## src/rtl/mem_access_stage.sv

```systemverilog
// MEM pipeline stage: drives a req/ack data-memory bus for loads and stores,
// stalls upstream while an access is outstanding, and registers the MEM/WB result.
module mem_access_stage #(
   parameter int DATA_W  = 32,
   parameter int ADDR_W  = 32,
   parameter int TIMEOUT = 16
) (
   input  logic              clk,
   input  logic              reset,
   input  logic              in_valid,
   input  logic              mem_read_n2,
   input  logic              mem_write_n2,
   input  logic              mem_to_reg_n2,
   input  logic [DATA_W-1:0] alu_out_n,
   input  logic [DATA_W-1:0] rs2_data_n,
   output logic              stall,
   output logic              dmem_req,
   output logic              dmem_we,
   output logic [ADDR_W-1:0] dmem_addr,
   output logic [DATA_W-1:0] dmem_wdata,
   input  logic [DATA_W-1:0] dmem_rdata,
   input  logic              dmem_ack,
   output logic              wb_valid,
   output logic              mem_to_reg_n3,
   output logic [DATA_W-1:0] alu_out_n3,
   output logic [DATA_W-1:0] read_data_n3,
   output logic              mem_err
);

   localparam int CNT_W = $clog2(TIMEOUT);

   typedef enum logic {
      IDLE = 1'b0,
      BUSY = 1'b1
   } state_t;

   state_t              state_q, state_d;
   logic [CNT_W-1:0]    cnt_q, cnt_d;
   logic                dmem_req_q, dmem_req_d;
   logic                dmem_we_q, dmem_we_d;
   logic [ADDR_W-1:0]   dmem_addr_q, dmem_addr_d;
   logic [DATA_W-1:0]   dmem_wdata_q, dmem_wdata_d;
   logic                lat_m2r_q, lat_m2r_d;
   logic                lat_load_q, lat_load_d;
   logic [DATA_W-1:0]   lat_alu_q, lat_alu_d;
   logic                wb_valid_q, wb_valid_d;
   logic                mem_to_reg_n3_q, mem_to_reg_n3_d;
   logic [DATA_W-1:0]   alu_out_n3_q, alu_out_n3_d;
   logic [DATA_W-1:0]   read_data_n3_q, read_data_n3_d;
   logic                mem_err_q, mem_err_d;
   logic                stall_c;
   logic                is_op;
   logic                bad_op;

   assign is_op  = mem_read_n2 | mem_write_n2;
   assign bad_op = (mem_read_n2 & mem_write_n2) | (alu_out_n[1:0] != 2'b00);

   always_comb begin
      state_d         = state_q;
      cnt_d           = cnt_q;
      dmem_req_d      = dmem_req_q;
      dmem_we_d       = dmem_we_q;
      dmem_addr_d     = dmem_addr_q;
      dmem_wdata_d    = dmem_wdata_q;
      lat_m2r_d       = lat_m2r_q;
      lat_load_d      = lat_load_q;
      lat_alu_d       = lat_alu_q;
      wb_valid_d      = 1'b0;
      mem_err_d       = 1'b0;
      mem_to_reg_n3_d = mem_to_reg_n3_q;
      alu_out_n3_d    = alu_out_n3_q;
      read_data_n3_d  = read_data_n3_q;
      stall_c         = 1'b0;

      case (state_q)
         IDLE: begin
            if (in_valid) begin
               if (!is_op) begin
                  wb_valid_d      = 1'b1;
                  alu_out_n3_d    = alu_out_n;
                  mem_to_reg_n3_d = mem_to_reg_n2;
                  read_data_n3_d  = '0;
               end else if (bad_op) begin
                  mem_err_d = 1'b1;
               end else begin
                  stall_c      = 1'b1;
                  state_d      = BUSY;
                  cnt_d        = '0;
                  dmem_req_d   = 1'b1;
                  dmem_we_d    = mem_write_n2;
                  dmem_addr_d  = alu_out_n[ADDR_W-1:0];
                  dmem_wdata_d = rs2_data_n;
                  lat_m2r_d    = mem_to_reg_n2;
                  lat_load_d   = mem_read_n2;
                  lat_alu_d    = alu_out_n;
               end
            end
         end
         BUSY: begin
            stall_c = !dmem_ack;
            // An ack arriving on the final allowed cycle still completes normally.
            if (dmem_ack) begin
               state_d         = IDLE;
               dmem_req_d      = 1'b0;
               wb_valid_d      = 1'b1;
               alu_out_n3_d    = lat_alu_q;
               mem_to_reg_n3_d = lat_m2r_q;
               read_data_n3_d  = lat_load_q ? dmem_rdata : '0;
            end else if (cnt_q == CNT_W'(TIMEOUT - 1)) begin
               state_d    = IDLE;
               dmem_req_d = 1'b0;
               mem_err_d  = 1'b1;
               cnt_d      = '0;
            end else begin
               cnt_d = cnt_q + CNT_W'(1);
            end
         end
         default: state_d = IDLE;
      endcase
   end

   always_ff @(posedge clk or negedge reset) begin
      if (!reset) begin
         state_q         <= IDLE;
         cnt_q           <= '0;
         dmem_req_q      <= 1'b0;
         dmem_we_q       <= 1'b0;
         dmem_addr_q     <= '0;
         dmem_wdata_q    <= '0;
         lat_m2r_q       <= 1'b0;
         lat_load_q      <= 1'b0;
         lat_alu_q       <= '0;
         wb_valid_q      <= 1'b0;
         mem_to_reg_n3_q <= 1'b0;
         alu_out_n3_q    <= '0;
         read_data_n3_q  <= '0;
         mem_err_q       <= 1'b0;
      end else begin
         state_q         <= state_d;
         cnt_q           <= cnt_d;
         dmem_req_q      <= dmem_req_d;
         dmem_we_q       <= dmem_we_d;
         dmem_addr_q     <= dmem_addr_d;
         dmem_wdata_q    <= dmem_wdata_d;
         lat_m2r_q       <= lat_m2r_d;
         lat_load_q      <= lat_load_d;
         lat_alu_q       <= lat_alu_d;
         wb_valid_q      <= wb_valid_d;
         mem_to_reg_n3_q <= mem_to_reg_n3_d;
         alu_out_n3_q    <= alu_out_n3_d;
         read_data_n3_q  <= read_data_n3_d;
         mem_err_q       <= mem_err_d;
      end
   end

   // Stall is gated by reset so it reads 0 while reset is held, even with a valid op presented.
   assign stall         = stall_c & reset;
   assign dmem_req      = dmem_req_q;
   assign dmem_we       = dmem_we_q;
   assign dmem_addr     = dmem_addr_q;
   assign dmem_wdata    = dmem_wdata_q;
   assign wb_valid      = wb_valid_q;
   assign mem_to_reg_n3 = mem_to_reg_n3_q;
   assign alu_out_n3    = alu_out_n3_q;
   assign read_data_n3  = read_data_n3_q;
   assign mem_err       = mem_err_q;

endmodule
```

## config.mk

```make
export PLATFORM = sky130hd
export DESIGN_NAME = mem_access_stage
export DESIGN_NICKNAME = d
export VERILOG_FILES = /design/src/rtl/mem_access_stage.sv
export SDC_FILE = /design/constraint.sdc
export NUM_CORES = 1
export LEC_CHECK = 0
export ABC_AREA = 1
export ABC_CLOCK_PERIOD_IN_PS = 1700
export CAP_MARGIN = 5
export CORE_ASPECT_RATIO = 0.8
export CORE_MARGIN = 5
export CORE_UTILIZATION = 25
export CTS_CLUSTER_DIAMETER = 100
export DETAILED_ROUTE_END_ITERATION = 10
export REMOVE_ABC_BUFFERS = 1
export SKIP_CTS_REPAIR_TIMING = 1
export SLEW_MARGIN = 40
export SYNTH_ARGS = -nofsm -noshare
export SYNTH_HDL_FRONTEND = slang
export SYNTH_SLANG_ARGS = --single-unit
```

## constraint.sdc

```tcl
create_clock -name clk -period 1.7 [get_ports clk]
set_clock_uncertainty 0.1 [all_clocks]
set_input_delay 0.17 -clock clk [delete_from_list [all_inputs] [get_ports clk]]
set_output_delay 0.17 -clock clk [all_outputs]
set_load 0.01 [all_outputs]
```

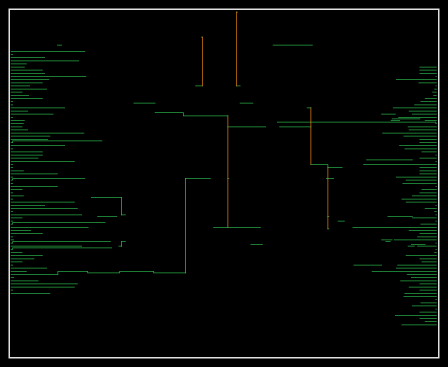
Figure 1: signal wires by layer.
Only two layers are drawn.
| colour | layer | wire length |
|---|---|---|
| green | metal 3 | 2230 um |
| orange | metal 4 | 203 um |
wire per inst: 15.4 um
total routed wirelength: 19.2 mm
global-route total usage across every layer: 13.7%
via count of the routed design: 5453

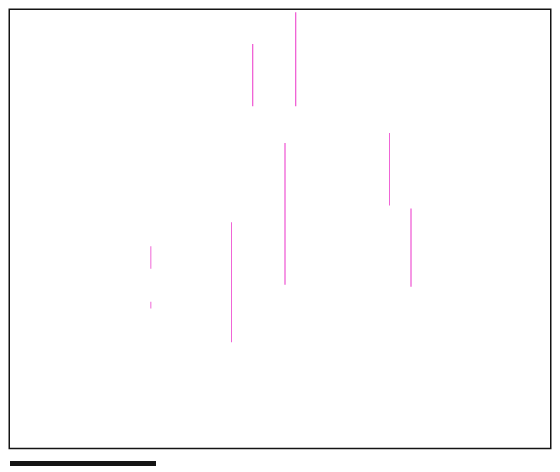
Figure 2: the metal 4 layer.
Bar = 50 um.
main direction: vertical
longest straight run: 48.3 um
share of all routed wire: 1.1%

==> metrics.yaml <==
outcome: "finished, final reports clean"
layout.clock.cell_area_share_pct: 5.68
slowest_delay_ns: 0.42
synthesized_netlist_cell_count: 672
finalSetupViolations: 0
cts_tree: "yes"
h-tree-depth: 4
post_synth_instance_area_sq_mm: 0.00614
synth.comb.largest_family: "simple AND/OR/NAND/NOR gates"
boundaryPins: 237
place.gp.congestion: 0.791
gr-max-usage-layer: "met2"
final.setup.worst_slack_ns: 0.0524
worstSkewPairLatency_ns: 0.42
wl_met2_mm: 8.17
global_route.usage.met3_pct: 6.67
nFillCells: 2436
num-nonclk-inverters: 28
synthMuxAreaShare_pct: 0
num-clock-buffers: 18
tightest_slew_ns: 0.486
flow.area_growth_from_synthesis_pct: 54.8
final_critical_period_ns: 1.65
placement_stage_worst_setup_slack_ns: -0.267
maximum_number_of_pins_on_one_net_before_global_route_repair: 141
final_nets: 1016
ys_seq_share_pct: 57.1
gr-usage-met2_pct: 20.4
post_route_cells_drive_above_1_share_pct: 13.5
yosys_cells: 672
comb_cells: 456
ff2ff_setup_slack_ns: 0.13
core_util_floorplan_pct: 25.3
placement_rows: 51
final_layout_top_logic_cell: "sky130_fd_sc_hd__clkdlybuf4s50_1"
met1_routing_resource_usage_after_global_routing_pct: 17.9
synth_warnings: 0
drcViolationCount: 0
kind_of_start_point_of_the_critical_path: "register"
pwr_density_cell_mw_per_mm2: 1140
logic make-up after synthesis:
kind of cell             count (synthesis)
buffers and inverters                   76
flip-flops                             140
adder cells (fa/ha/maj)                  1
AND-OR/OR-AND                          167
AND/OR/NAND/NOR                        288
Yosys cell counts:
cell type	number	area share (%)
sky130_fd_sc_hd__inv_8	1	0.18
sky130_fd_sc_hd__nor2_4	3	0.55
sky130_fd_sc_hd__nand2_1	220	13
sky130_fd_sc_hd__or2_2	15	1.5
sky130_fd_sc_hd__nor2_8	1	0.33
sky130_fd_sc_hd__o21ai_0	105	8.6
sky130_fd_sc_hd__buf_2	11	0.90
sky130_fd_sc_hd__o21bai_1	1	0.12
sky130_fd_sc_hd__nor2_2	1	0.10
sky130_fd_sc_hd__clkbuf_1	18	1.1
sky130_fd_sc_hd__nand2_4	2	0.37
sky130_fd_sc_hd__dfrtp_1	140	57
sky130_fd_sc_hd__nor2_1	7	0.43
sky130_fd_sc_hd__buf_6	17	3.1
sky130_fd_sc_hd__o22ai_1	1	0.10
sky130_fd_sc_hd__nand3_1	36	2.9
sky130_fd_sc_hd__clkbuf_2	1	0.081
sky130_fd_sc_hd__ha_1	1	0.20
sky130_fd_sc_hd__nand3b_1	1	0.12
sky130_fd_sc_hd__nand4_1	1	0.10
sky130_fd_sc_hd__a21oi_1	1	0.081
sky130_fd_sc_hd__o21ai_2	30	4.3
sky130_fd_sc_hd__nand3_2	1	0.16
sky130_fd_sc_hd__o21ai_1	28	2.3
sky130_fd_sc_hd__o21a_1	1	0.12
sky130_fd_sc_hd__inv_1	27	1.7
sky130_fd_sc_hd__buf_1	1	0.061
power breakdown:
group | switching (mW) | leakage [nW] | internal [mW]
combinational | 1.43 | 2.08 | 1.66
sequential | 0.349 | 1.79 | 3.95
clock | 1.58 | 0.255 | 1.89
total | 3.36 | 4.13 | 7.50
path summary, 6_finish.rpt:
check / start / to / cells after the start
setup / recovery: state_q$_DFF_PN0_ / stall / 7
hold / removal: rs2_data_n[5] / dmem_wdata[5]$_DFFE_PN0P_ / 3
setup reg to reg: state_q$_DFF_PN0_ / read_data_n3[20]$_DFFE_PN0P_ / 7
hold reg to reg: mem_to_reg_n3$_DFFE_PN0P_ / mem_to_reg_n3$_DFFE_PN0P_ / 2
max in group asynchronous: reset / alu_out_n3[21]$_DFFE_PN0P_ / 4
min in group asynchronous: reset / read_data_n3[7]$_DFFE_PN0P_ / 3
worst reg2reg max path: cells and delay by family (launching register included):
| family | cells | cell delay (ns) |
|---|---|---|
| and+or+nand+nor | 4 | 0.44 |
| buffers and inverters | 2 | 0.43 |
| DFF | 1 | 0.45 |
| AOI/OAI and AO/OA | 1 | 0.08 |
stage by stage:
stage	total power [mW]	cells	utilization (%)	instance area, sq um	hold WS, ns
2_1_floorplan	5.44	624	-	5820	-0.226
3_3_place_gp	7.44	1207	36.7	8900	0.271
3_5_place_dp	7.48	1207	36.7	8900	0.270
4_1_cts	11.1	1239	38.9	9440	-0.196
5_1_grt	11.5	1243	39.2	9500	0.171
6_report	10.9	1243	39.2	9500	0.183
Power is estimated from default activity; no workload was simulated.
